<file path="src/rtl/pixel_feeder.sv">
// pixel_feeder: fetches a raster frame buffer from DDR over the af/rdf interface and streams it
// as 24-bit pixels. Define PIXEL_FEEDER_STATS_EN to add underflow and frame counters.
module pixel_feeder #(
    parameter int H_ACTIVE  = 800,
    parameter int V_ACTIVE  = 600,
    parameter int BUF_DEPTH = 32
) (
    input  logic         i_clk,
    input  logic         i_rst_n,
    input  logic         i_enable,
    input  logic [31:0]  i_frame_base,
    input  logic         i_af_full,
    output logic [30:0]  o_af_addr_din,
    output logic [2:0]   o_af_cmd_din,
    output logic         o_af_wr_en,
    input  logic [127:0] i_rdf_dout,
    input  logic         i_rdf_valid,
    output logic [23:0]  o_video,
    output logic         o_video_valid,
    input  logic         i_video_ready,
    output logic         o_video_sof
`ifdef PIXEL_FEEDER_STATS_EN
    ,
    output logic [15:0]  o_underflow_cnt,
    output logic [15:0]  o_frame_cnt
`endif
);

    localparam int AW = $clog2(BUF_DEPTH);
    localparam int CW = AW + 1;
    localparam logic [9:0]    LP_X_LAST  = 10'(H_ACTIVE - 8);
    localparam logic [9:0]    LP_VX_LAST = 10'(H_ACTIVE - 1);
    localparam logic [9:0]    LP_Y_LAST  = 10'(V_ACTIVE - 1);
    localparam logic [CW-1:0] LP_DEPTH   = CW'(BUF_DEPTH);
    localparam logic [CW+1:0] LP_LIMIT   = (CW+2)'(BUF_DEPTH);

    typedef enum logic [1:0] {
        ST_IDLE  = 2'd0,
        ST_REQ   = 2'd1,
        ST_STALL = 2'd2
    } state_t;

    state_t        r_state;
    logic [9:0]    r_rx;
    logic [9:0]    r_ry;
    logic [5:0]    r_base;
    logic          r_af_wr_en;
    logic [30:0]   r_af_addr;
    logic [2:0]    r_af_cmd;
    logic [CW-1:0] r_out;
    logic [CW-1:0] r_fill;
    logic [AW-1:0] r_wr_ptr;
    logic [AW-1:0] r_rd_ptr;
    logic [95:0]   r_mem [BUF_DEPTH];
    logic [95:0]   r_word;
    logic          r_word_vld;
    logic [1:0]    r_idx;
    logic [9:0]    r_vx;
    logic [9:0]    r_vy;
    logic [23:0]   r_video;
    logic          r_video_valid;
    logic          r_video_sof;

    logic [CW+1:0] w_need;
    logic          w_credit_ok;
    logic          w_issue;
    logic          w_push;
    logic          w_pop;
    logic          w_adv;
    logic          w_fifo_empty;
    logic          w_out_dec;
    logic [95:0]   w_rdf_pix;
    logic [23:0]   w_pix;
    logic          w_unused;

    // Only the pixel fields of each rdf word are stored; the alpha bytes are discarded.
    assign w_rdf_pix = {i_rdf_dout[119:96], i_rdf_dout[87:64], i_rdf_dout[55:32], i_rdf_dout[23:0]};
    assign w_unused  = ^{i_rdf_dout[127:120], i_rdf_dout[95:88], i_rdf_dout[63:56], i_rdf_dout[31:24],
                         i_frame_base[31:28], i_frame_base[21:0]};

    // Outstanding words are weighted twice so rdf can never overrun the buffer.
    assign w_need       = {1'b0, r_out, 1'b0} + {2'b00, r_fill} + (CW+2)'(2);
    assign w_credit_ok  = (w_need <= LP_LIMIT);
    assign w_issue      = (r_state != ST_IDLE) & ~i_af_full & w_credit_ok;
    assign w_push       = i_rdf_valid & (r_fill != LP_DEPTH);
    assign w_out_dec    = i_rdf_valid & (r_out != {CW{1'b0}});
    assign w_fifo_empty = (r_fill == {CW{1'b0}});
    assign w_adv        = ~r_video_valid | i_video_ready;
    assign w_pop        = ~w_fifo_empty & (~r_word_vld | (w_adv & (r_idx == 2'd3)));

    // Select the current pixel of the unpacked word.
    always_comb begin
        w_pix = 24'h000000;
        case (r_idx)
            2'd0:    w_pix = r_word[23:0];
            2'd1:    w_pix = r_word[47:24];
            2'd2:    w_pix = r_word[71:48];
            2'd3:    w_pix = r_word[95:72];
            default: w_pix = 24'h000000;
        endcase
    end

    // Request FSM: walks the frame in 8-pixel steps and issues registered af read commands.
    always_ff @(posedge i_clk or negedge i_rst_n) begin
        if (!i_rst_n) begin
            r_state    <= ST_IDLE;
            r_rx       <= 10'd0;
            r_ry       <= 10'd0;
            r_base     <= 6'd0;
            r_af_wr_en <= 1'b0;
            r_af_addr  <= 31'd0;
            r_af_cmd   <= 3'b000;
        end else begin
            case (r_state)
                ST_IDLE: begin
                    r_af_wr_en <= 1'b0;
                    r_af_cmd   <= 3'b000;
                    if (i_enable) begin
                        r_base  <= i_frame_base[27:22];
                        r_state <= ST_REQ;
                    end else begin
                        r_state <= ST_IDLE;
                    end
                end
                ST_REQ, ST_STALL: begin
                    if (w_issue) begin
                        r_af_wr_en <= 1'b1;
                        r_af_cmd   <= 3'b001;
                        r_af_addr  <= {6'b000000, r_base, r_ry, r_rx[9:3], 2'b00};
                        r_state    <= ST_REQ;
                        if (r_rx == LP_X_LAST) begin
                            r_rx <= 10'd0;
                            if (r_ry == LP_Y_LAST) begin
                                r_ry <= 10'd0;
                                // Frame boundary: the only point where base and enable are re-sampled.
                                if (i_enable) begin
                                    r_base <= i_frame_base[27:22];
                                end else begin
                                    r_state <= ST_IDLE;
                                end
                            end else begin
                                r_ry <= r_ry + 10'd1;
                            end
                        end else begin
                            r_rx <= r_rx + 10'd8;
                        end
                    end else begin
                        r_af_wr_en <= 1'b0;
                        r_af_cmd   <= 3'b000;
                        r_state    <= ST_STALL;
                    end
                end
                default: begin
                    r_state    <= ST_IDLE;
                    r_af_wr_en <= 1'b0;
                    r_af_cmd   <= 3'b000;
                end
            endcase
        end
    end

    // Buffer pointers, fill level and outstanding-word count, each updated with both deltas at once.
    always_ff @(posedge i_clk or negedge i_rst_n) begin
        if (!i_rst_n) begin
            r_wr_ptr <= {AW{1'b0}};
            r_rd_ptr <= {AW{1'b0}};
            r_fill   <= {CW{1'b0}};
            r_out    <= {CW{1'b0}};
        end else begin
            if (w_push) begin
                r_wr_ptr <= r_wr_ptr + AW'(1);
            end else begin
                r_wr_ptr <= r_wr_ptr;
            end
            if (w_pop) begin
                r_rd_ptr <= r_rd_ptr + AW'(1);
            end else begin
                r_rd_ptr <= r_rd_ptr;
            end
            r_fill <= r_fill + CW'(w_push) - CW'(w_pop);
            r_out  <= r_out + (w_issue ? CW'(2) : {CW{1'b0}}) - CW'(w_out_dec);
        end
    end

    // Buffer storage; contents are don't-care until written, so no reset.
    always_ff @(posedge i_clk) begin
        if (w_push) begin
            r_mem[r_wr_ptr] <= w_rdf_pix;
        end
    end

    // Output side: unpack buffered words into a registered valid/ready pixel stream.
    always_ff @(posedge i_clk or negedge i_rst_n) begin
        if (!i_rst_n) begin
            r_word        <= 96'd0;
            r_word_vld    <= 1'b0;
            r_idx         <= 2'd0;
            r_vx          <= 10'd0;
            r_vy          <= 10'd0;
            r_video       <= 24'h000000;
            r_video_valid <= 1'b0;
            r_video_sof   <= 1'b0;
        end else begin
            if (w_adv) begin
                if (r_word_vld) begin
                    r_video       <= w_pix;
                    r_video_valid <= 1'b1;
                    r_video_sof   <= (r_vx == 10'd0) && (r_vy == 10'd0);
                    if (r_vx == LP_VX_LAST) begin
                        r_vx <= 10'd0;
                        r_vy <= (r_vy == LP_Y_LAST) ? 10'd0 : r_vy + 10'd1;
                    end else begin
                        r_vx <= r_vx + 10'd1;
                    end
                end else begin
                    r_video_valid <= 1'b0;
                end
            end
            if (w_pop) begin
                r_word     <= r_mem[r_rd_ptr];
                r_word_vld <= 1'b1;
                r_idx      <= 2'd0;
            end else if (w_adv && r_word_vld) begin
                r_idx <= r_idx + 2'd1;
                if (r_idx == 2'd3) begin
                    r_word_vld <= 1'b0;
                end
            end
        end
    end

`ifdef PIXEL_FEEDER_STATS_EN
    logic        r_video_eof;
    logic        r_frame_active;
    logic [15:0] r_underflow_cnt;
    logic [15:0] r_frame_cnt;

    // Statistics: underflow cycles inside a started frame (saturating) and completed frames.
    always_ff @(posedge i_clk or negedge i_rst_n) begin
        if (!i_rst_n) begin
            r_video_eof     <= 1'b0;
            r_frame_active  <= 1'b0;
            r_underflow_cnt <= 16'h0000;
            r_frame_cnt     <= 16'h0000;
        end else begin
            if (w_adv && r_word_vld) begin
                r_video_eof <= (r_vx == LP_VX_LAST) && (r_vy == LP_Y_LAST);
            end
            if (r_video_valid && i_video_ready && r_video_eof) begin
                r_frame_active <= 1'b0;
                r_frame_cnt    <= r_frame_cnt + 16'h0001;
            end else if (r_video_valid && i_video_ready && r_video_sof) begin
                r_frame_active <= 1'b1;
            end
            if (r_frame_active && !r_video_valid && (r_state != ST_IDLE) &&
                (r_underflow_cnt != 16'hFFFF)) begin
                r_underflow_cnt <= r_underflow_cnt + 16'h0001;
            end
        end
    end

    assign o_underflow_cnt = r_underflow_cnt;
    assign o_frame_cnt     = r_frame_cnt;
`endif

    assign o_af_wr_en    = r_af_wr_en;
    assign o_af_addr_din = r_af_addr;
    assign o_af_cmd_din  = r_af_cmd;
    assign o_video       = r_video;
    assign o_video_valid = r_video_valid;
    assign o_video_sof   = r_video_sof;

endmodule

</file>
<file path="config.mk">
export PLATFORM = sky130hd
export DESIGN_NAME = pixel_feeder
export DESIGN_NICKNAME = d
export VERILOG_FILES = /design/src/rtl/pixel_feeder.sv
export SDC_FILE = /design/constraint.sdc
export NUM_CORES = 2
export LEC_CHECK = 0
export ABC_AREA = 1
export CORE_ASPECT_RATIO = 1.2
export CORE_MARGIN = 5
export CORE_UTILIZATION = 40
export CTS_CLUSTER_DIAMETER = 100
export DETAILED_ROUTE_END_ITERATION = 10
export PLACE_DENSITY_LB_ADDON = 0.15
export SYNTH_ARGS = -nofsm -noshare
export SYNTH_HDL_FRONTEND = slang
export SYNTH_SLANG_ARGS = --single-unit
</file>
<file path="constraint.sdc">
create_clock -name i_clk -period 9.55 [get_ports i_clk]
set_input_delay 1.91 -clock i_clk [delete_from_list [all_inputs] [get_ports i_clk]]
set_output_delay 1.91 -clock i_clk [all_outputs]
set_load 0.005 [all_outputs]
</file>
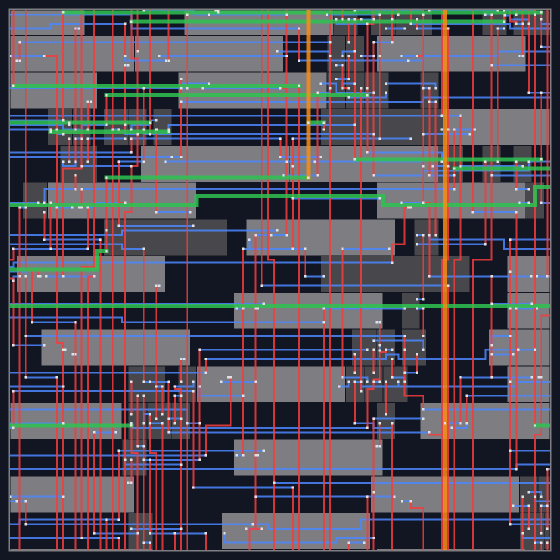
Fig. 1. Layout detail.
Region (247, 427) to (287, 467) microns. Cells in grey, sequential cells in the stronger grey; small squares are vias.
metal 1: shown in blue. metal 2: shown in red. metal 3: shown in green. metal 4: shown in orange.
67 logic cells have their middle in the window. Netlist names of flops here include r_mem (23). Most frequent: edfxtp_1 (23), nor2_1 (14), o21ai_0 (10). Sequential cells in the window: 23.

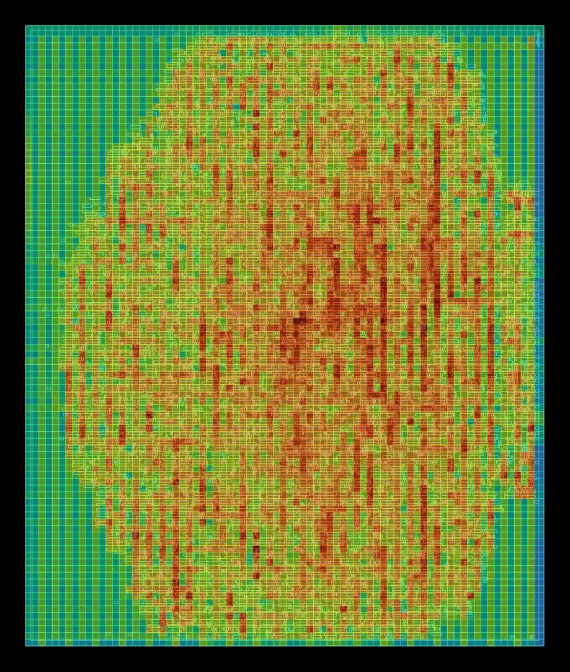
Fig. 2. Routing congestion.
GR Util met2: 0.377
Final Util: 0.451
Overall Global Routing Usage: 0.225
GR peak layer: met2
met3 usage: 0.0345

==> results_slide.txt <==
Run Summary

Cells and area
  – Max-area cell class: sequential cells
  – Logic share of the area: 0.207
  – Non-clk bufs: 337
  – Flop Count: 3288
  – Area grow syn2layout: 12.6%
  – Flop share of the area: 0.658
  – Most instantiated logic cells after routing: edfxtp_1 (3072), nor2_1 (2508), o21ai_0 (1499)
  – ClkCell Share: 0.0725
  – Non-Filler Instances: 15439
  – Antenna diode count: 9

Critical path
  – Critical Path RT: 10.03 ns
  – Crit path top cell by count: nand2_1
  – WP buf/inv: 3
  – Top Family by Delay on Critical Path: simple AND/OR/NAND/NOR gates
  – Crit. Startpoint: i_rdf_valid
  – CP endpoint kind: flop
  – Worst path max stage delay: 1.06 ns
  – Worst Reg-to-Reg Cells: 11
  – CP Depth: 6

CTS
  – PostCTS Resize Cnt: 0
  – Postcts setup bufs: 0
  – Worst skew pair latency: 0.91 ns
  – CTS Buffer Depth: 4
  – TritonCTS clock tree: done
  – Clk pin slew, worst setup/hold paths: 0.06 ns
  – Total CTS buffers: 338

Logic synthesis
  – Asr flop ratio synth: 0.0657
  – Dominant comb cell: simple AND/OR/NAND/NOR gates
  – Most common reg cell: edfxtp_1
  – Chip Area, Yosys: 132000 sq um
  – Post-synth top area share: 0.700
  – Xor+xnor area frac: 0.00239
  – Synth Area per Inst: 12.1 sq um
  – Post-synth regs: 3288
  – Synth area leaders: edfxtp_1 (70%), nor2_1 (7.2%), o21ai_0 (5.7%), dfrtp_1 (4.1%), nand2_1 (3.4%)
  – Adder-cell share of the synthesized area: 0.00463
  – Top-count cell post-synth: edfxtp_1

Global route
  – Vias in the first global route: 81225
  – Initial antenna violation count: 27

Pwr
  – P per Cell Area: 305 nW/um^2
  – Logic pwr share: 0.320
  – Clock share of power: 0.287
  – Net Sw Frac: 0.373
  – Peak VDD IR: 0.252 mV
  – Pleak: 50.0 nW

Placed design
  – PortBufs: 158
  – Place WS: 3.53 ns
  – DP HPWL: 204 mm
  – GPL Wtd Cong: 0.821

Drt
  – Routed wire length per instance: 25.7 microns
  – Met3 WL: 26.7 mm
  – # DRC: 0
  – Met1 WL: 167 mm
  – First-pass detailed-route iteration total: 6

Outcome
  – Status: finished, final reports clean

Die
  – Fp util: 0.400
  – I/O pins: 227
  – Tap Cells: 4310

Final timing
  – Final hold vios: 0
  – Setup_tns: 0 ns
  – Slew Viols, Final: 0
  – Crit path time final: 5.20 ns
  – Final hold slack: 0.465 ns
  – Fmax: 192 MHz
  – Worst Slack Setup Final: 4.35 ns
  – Final setup fails: 0
  – Transition time of the tightest slew-check pin: 1.34 ns

Min path
  – Worst hold path endpoint: r_vx[6]
  – HP Start: r_vx[6]

Run
  – Tool warning count: 136
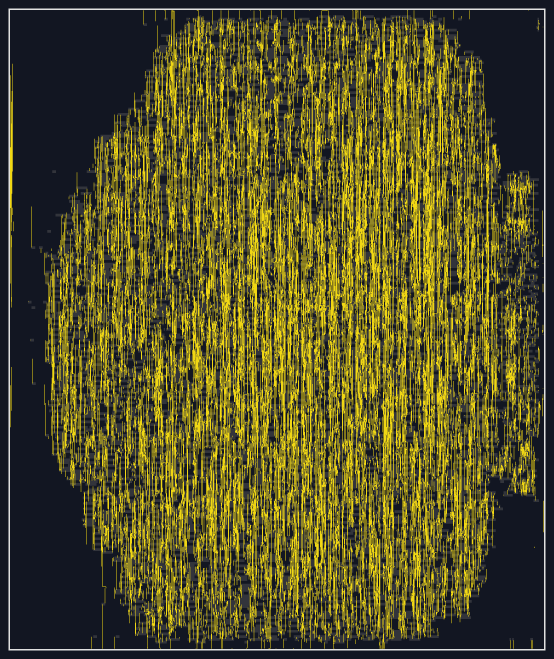
Fig. 3. Metal 2.
Drawn at 1 px/micron. Cells faint in the background.
The layer holds 48% of the routed length. The wires run mostly vertical. 7897 nets have wire on it. The layer carries 192 mm of wire. The longest straight run is 166 microns.
Vias: 85296
final WL: 397 mm

power groups by stage:
stage                     Combinational, W  Clock [W]  Sequential (W)
final                               0.0145     0.0130          0.0178
after global routing                0.0160     0.0138          0.0179
after CTS                           0.0145     0.0132          0.0178
after detailed placement            0.0145          0          0.0181
after global placement              0.0143          0          0.0181
after floorplan                    0.00944          0          0.0177
sequential cells by signal, indices dropped and copies added (netlist names), 2 cells and up:
signal,count
r_mem,3072
r_word,96
o_video,24
o_af_addr_din,23
r_ry,10
r_vx,10
r_vy,10
r_rx,7
r_base,6
r_fill,6
r_out,6
r_rd_ptr,5
r_wr_ptr,5
r_idx,2
r_state,2
metrics by stage:
stage	power, W	utilization
floorplan	0.0271	-
global placement	0.0324	0.418
detailed placement	0.0326	0.418
CTS	0.0456	0.451
global route	0.0477	0.451
finish	0.0453	0.451
No activity file was given, so power comes from the tool's default toggle rates.
